registers.png
(3 px per um) Other sequential cells in the stronger grey, the rest of the logic in the fainter grey.
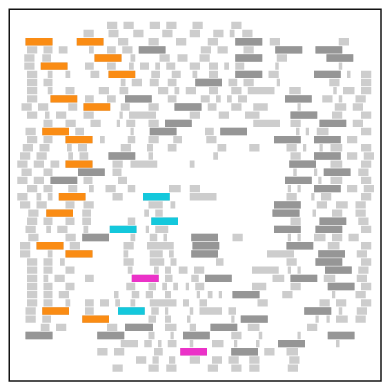
drive_strength.png
(4 px per um)
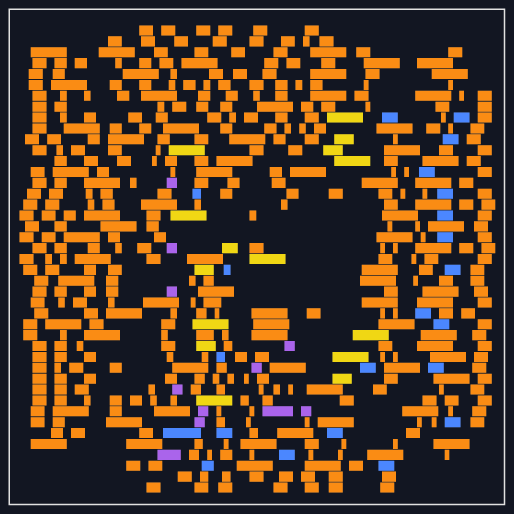
met2.png
(3 px per um)
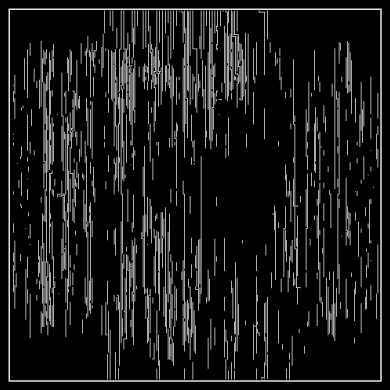
final_congestion.png
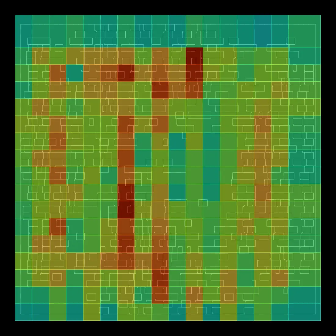
--- src/rtl/dmem_arbiter.sv ---
`default_nettype none
// ============================================================================
// Module   : dmem_arbiter
// Function : Round-robin sharing of a fixed-latency single-port data memory
//            between the MEM pipeline stage and a DMA/debug port.
// Revision : 1.0
// ============================================================================
module dmem_arbiter #(
    parameter int LAT = 4,
    parameter int AW  = 16,
    parameter int DW  = 16
) (
    input  logic          clk,
    input  logic          rst,
    input  logic          pipe_re,
    input  logic          pipe_we,
    input  logic [AW-1:0] pipe_addr,
    input  logic [DW-1:0] pipe_wdata,
    output logic          pipe_stall,
    output logic [DW-1:0] pipe_rdata,
    input  logic          dma_req,
    input  logic          dma_we,
    input  logic [AW-1:0] dma_addr,
    input  logic [DW-1:0] dma_wdata,
    output logic          dma_done,
    output logic [DW-1:0] dma_rdata,
    output logic          mem_re,
    output logic          mem_we,
    output logic [AW-1:0] mem_addr,
    output logic [DW-1:0] mem_wdata,
    input  logic [DW-1:0] mem_rdata
);

    typedef enum logic [1:0] {
        IDLE = 2'd0,
        BUSY = 2'd1,
        DONE = 2'd2
    } state_t;

    localparam logic [3:0] CNT_INIT = 4'(LAT - 1);

    state_t        state_q;
    logic [3:0]    cnt_q;
    logic          owner_q;       // 0 = pipe, 1 = DMA
    logic          last_owner_q;
    logic          clr_q;         // pipe issued re+we together: result reads as zero
    logic          mem_re_q;
    logic          mem_we_q;
    logic [AW-1:0] mem_addr_q;
    logic [DW-1:0] mem_wdata_q;
    logic [DW-1:0] pipe_rdata_q;
    logic [DW-1:0] dma_rdata_q;
    logic          dma_done_q;

    logic          w_pipe_pending;
    logic          w_grant_dma;

    assign w_pipe_pending = pipe_re | pipe_we;
    // DMA wins when it is alone, or on a tie when the pipe went last.
    assign w_grant_dma    = dma_req & (~w_pipe_pending | ~last_owner_q);

    always_ff @(posedge clk or posedge rst) begin
        if (rst) begin
            state_q      <= IDLE;
            cnt_q        <= 4'd0;
            owner_q      <= 1'b0;
            last_owner_q <= 1'b1;
            clr_q        <= 1'b0;
            mem_re_q     <= 1'b0;
            mem_we_q     <= 1'b0;
            mem_addr_q   <= '0;
            mem_wdata_q  <= '0;
            pipe_rdata_q <= '0;
            dma_rdata_q  <= '0;
            dma_done_q   <= 1'b0;
        end else begin
            case (state_q)
                IDLE: begin
                    if (w_pipe_pending | dma_req) begin
                        owner_q <= w_grant_dma;
                        cnt_q   <= CNT_INIT;
                        state_q <= BUSY;
                        if (w_grant_dma) begin
                            mem_re_q    <= ~dma_we;
                            mem_we_q    <= dma_we;
                            mem_addr_q  <= dma_addr;
                            mem_wdata_q <= dma_wdata;
                            clr_q       <= 1'b0;
                        end else begin
                            mem_re_q    <= ~pipe_we;
                            mem_we_q    <= pipe_we;
                            mem_addr_q  <= pipe_addr;
                            mem_wdata_q <= pipe_wdata;
                            clr_q       <= pipe_re & pipe_we;
                        end
                    end
                end
                BUSY: begin
                    if (cnt_q == 4'd0) begin
                        mem_re_q     <= 1'b0;
                        mem_we_q     <= 1'b0;
                        last_owner_q <= owner_q;
                        dma_done_q   <= owner_q;
                        state_q      <= DONE;
                        if (mem_re_q) begin
                            if (owner_q) begin
                                dma_rdata_q <= mem_rdata;
                            end else begin
                                pipe_rdata_q <= mem_rdata;
                            end
                        end else if (!owner_q && clr_q) begin
                            pipe_rdata_q <= '0;
                        end
                    end else begin
                        cnt_q <= cnt_q - 4'd1;
                    end
                end
                DONE: begin
                    dma_done_q <= 1'b0;
                    state_q    <= IDLE;
                end
                default: begin
                    state_q <= IDLE;
                end
            endcase
        end
    end

    // The pipe is released only in the completion cycle of its own access.
    assign pipe_stall = ~rst & w_pipe_pending & ~((state_q == DONE) & ~owner_q);

    assign pipe_rdata = pipe_rdata_q;
    assign dma_rdata  = dma_rdata_q;
    assign dma_done   = dma_done_q;
    assign mem_re     = mem_re_q;
    assign mem_we     = mem_we_q;
    assign mem_addr   = mem_addr_q;
    assign mem_wdata  = mem_wdata_q;

endmodule
`default_nettype wire

--- config.mk ---
export PLATFORM = sky130hd
export DESIGN_NAME = dmem_arbiter
export DESIGN_NICKNAME = d
export VERILOG_FILES = /design/src/rtl/dmem_arbiter.sv
export SDC_FILE = /design/constraint.sdc
export NUM_CORES = 1
export LEC_CHECK = 0
export CELL_PAD_IN_SITES_DETAIL_PLACEMENT = 2
export CELL_PAD_IN_SITES_GLOBAL_PLACEMENT = 2
export CORE_MARGIN = 2
export CORE_UTILIZATION = 25
export DETAILED_ROUTE_END_ITERATION = 10
export PLACE_DENSITY = 0.85
export SLEW_MARGIN = 20
export SYNTH_ARGS = -nofsm -noshare
export SYNTH_HDL_FRONTEND = slang
export SYNTH_SLANG_ARGS = --single-unit
--- constraint.sdc ---
create_clock -name clk -period 3.7 [get_ports clk]
set_clock_uncertainty 0.1 [all_clocks]
set_input_delay 0.74 -clock clk [delete_from_list [all_inputs] [get_ports clk]]
set_output_delay 0.74 -clock clk [all_outputs]
set_load 0.005 [all_outputs]
==> qor.csv <==
metric,value,unit
TritonCTS clock tree,done,
Root Driver,clkbuf_16,
Post-synth mux share,0.101,
row cnt,43,
"Arr. time, crit path",2.15,ns
"count leader, synth",dfrtp_1,
final hold violation count,0,
total CTS buffers,9,
hold depth,1,
share of cells above drive strength 1,0.103,
reg2reg end,mem_wdata[14],
AND-OR/OR-AND share of the synthesized area,0.240,
grt ovf,0,
GP Congestion,0.823,
Post-synth EDFFs,0,
router iterations before antenna repair,4,
area reported by Yosys stat,0.00357,mm2
Worst Setup Path Type,in -> out,
most numerous logic cell after layout,clkdlybuf4s50_1,
Post-CTS Setup Bufs,0,
setup TNS,0,ns
"FFs w/ async S/R, synth",1.00,
Top cells excl fill/tap,"clkdlybuf4s50_1, dfrtp_1, o21ai_0, a311oi_1, a2bb2oi_1",
Lkg Pwr,0.00218,uW
top cells by area,"dfrtp_1, a2bb2oi_1, a311oi_1",
Hold EP,dma_rdata[12],
Die W,123,um
Crit Path Max Fanout,8,
RSZ-0062 raised after global routing,no,
Max-cap violations,0,
CP cell instances,clkdlybuf4s50_1 > o221a_2 > clkdlybuf4s50_1,
RR Startpoint,state_q[1],
vias after detailed routing,3290,
required time of the critical path,2.86,ns
"Largest delay share family, worst path",buffers and inverters,
Setup crit start,pipe_re,
DIE AREA,0.0152,mm2
Top-area cell share,0.526,
Vias/cell,5.08,
status,finished clean,
crit-path most repeated cell,clkdlybuf4s50_1,
Mapped Nets,408,
fin. max-slew vios,0,
Post-synth seq share,0.533,
core area,0.0139,mm2
Crit path depth,3,
post-synthesis simple-gate area fraction,0.0603,
reg2reg setup slack,1.19,ns
Syn Area/Cell,11.1,um2
first-pass GRT wire length,20500,um
Cell Type Count,38,
tool warning count,27,
critical path capture point type,primary output,
P per Cell Area,766,mW/mm2
Design Power,4270,uW
io pins,154,
Worst Tran Pin Value,0.999,ns
H-Tree Depth,3,
Synth area leader,dfrtp_1,
Mapped Area,0.00357,mm2
"non-filler cells, final",648,
"flops & latches, synth",76,
Slew headroom,0.333,
cycle use final,0.808,
"Adder Share, Synth",0.00702,
Back to the opening pictures, registers.png:
- magenta: state_q (placed flops 2)
- orange: mem_wdata (placed flops 16)
- cyan: cnt_q (placed flops 4)
- not coloured: 54
Sequential cell area: 0.00190 mm2
seq pwr: 1520 uW
final core utilization: 0.401

Back to the opening pictures, drive_strength.png:
- blue: drive 2 (cells 22; share 4.7%)
- yellow: drive 6 and up (cells 15; share 3.2%)
- purple: drive 3 to 4 (cells 11; share 2.4%)
- orange: drive 1 or less (cells 420; share 90%)
Area growth syn-to-layout: 56.5%
Buffers, non-clock: 163
Setup WS post-layout: 0.712 ns
Finished Cell Area: 0.00558 mm2

Back to the opening pictures, met2.png:
- share of all routed wire: 51%
- wire length on this layer: 6560 um

Back to the opening pictures, final_congestion.png:
GRT Overall Usage: 0.175
met1 Usage GRT: 0.211
met2 Usage GRT: 0.300
wire length per cell: 20.0 um

[per-layer routing]
layer  vias up  track usage  wire length [um]
li1       1488            -                 -
met1      1659        0.211              5380
met2       125        0.300              6560
met3        18       0.0429               781
met4         0       0.0653               240
met5         -            0                 0
[area by class of cell]
type                    instances  area, um2
multi-input cells             193       1470
flip-flops and latches         76       1900
fillers                      1436       8350
repair buffers                163       1610
well taps                     180        225
inverters                      20       76.3
clock buffers                  16        302
[power breakdown]
group / internal (uW) / switching [uW] / total, uW
clock: 547 / 332 / 879
combinational: 1130 / 741 / 1870
sequential: 1250 / 274 / 1520
[stage by stage]
stage / instance area [um2] / hold WS [ns]
after floorplan: 3570 / 0.355
after global placement: 5280 / 0.374
after detailed placement: 5280 / 0.397
after CTS: 5580 / 0.409
after global routing: 5580 / 0.425
final: 5580 / 0.406
Power and IR drop assume default switching activity.
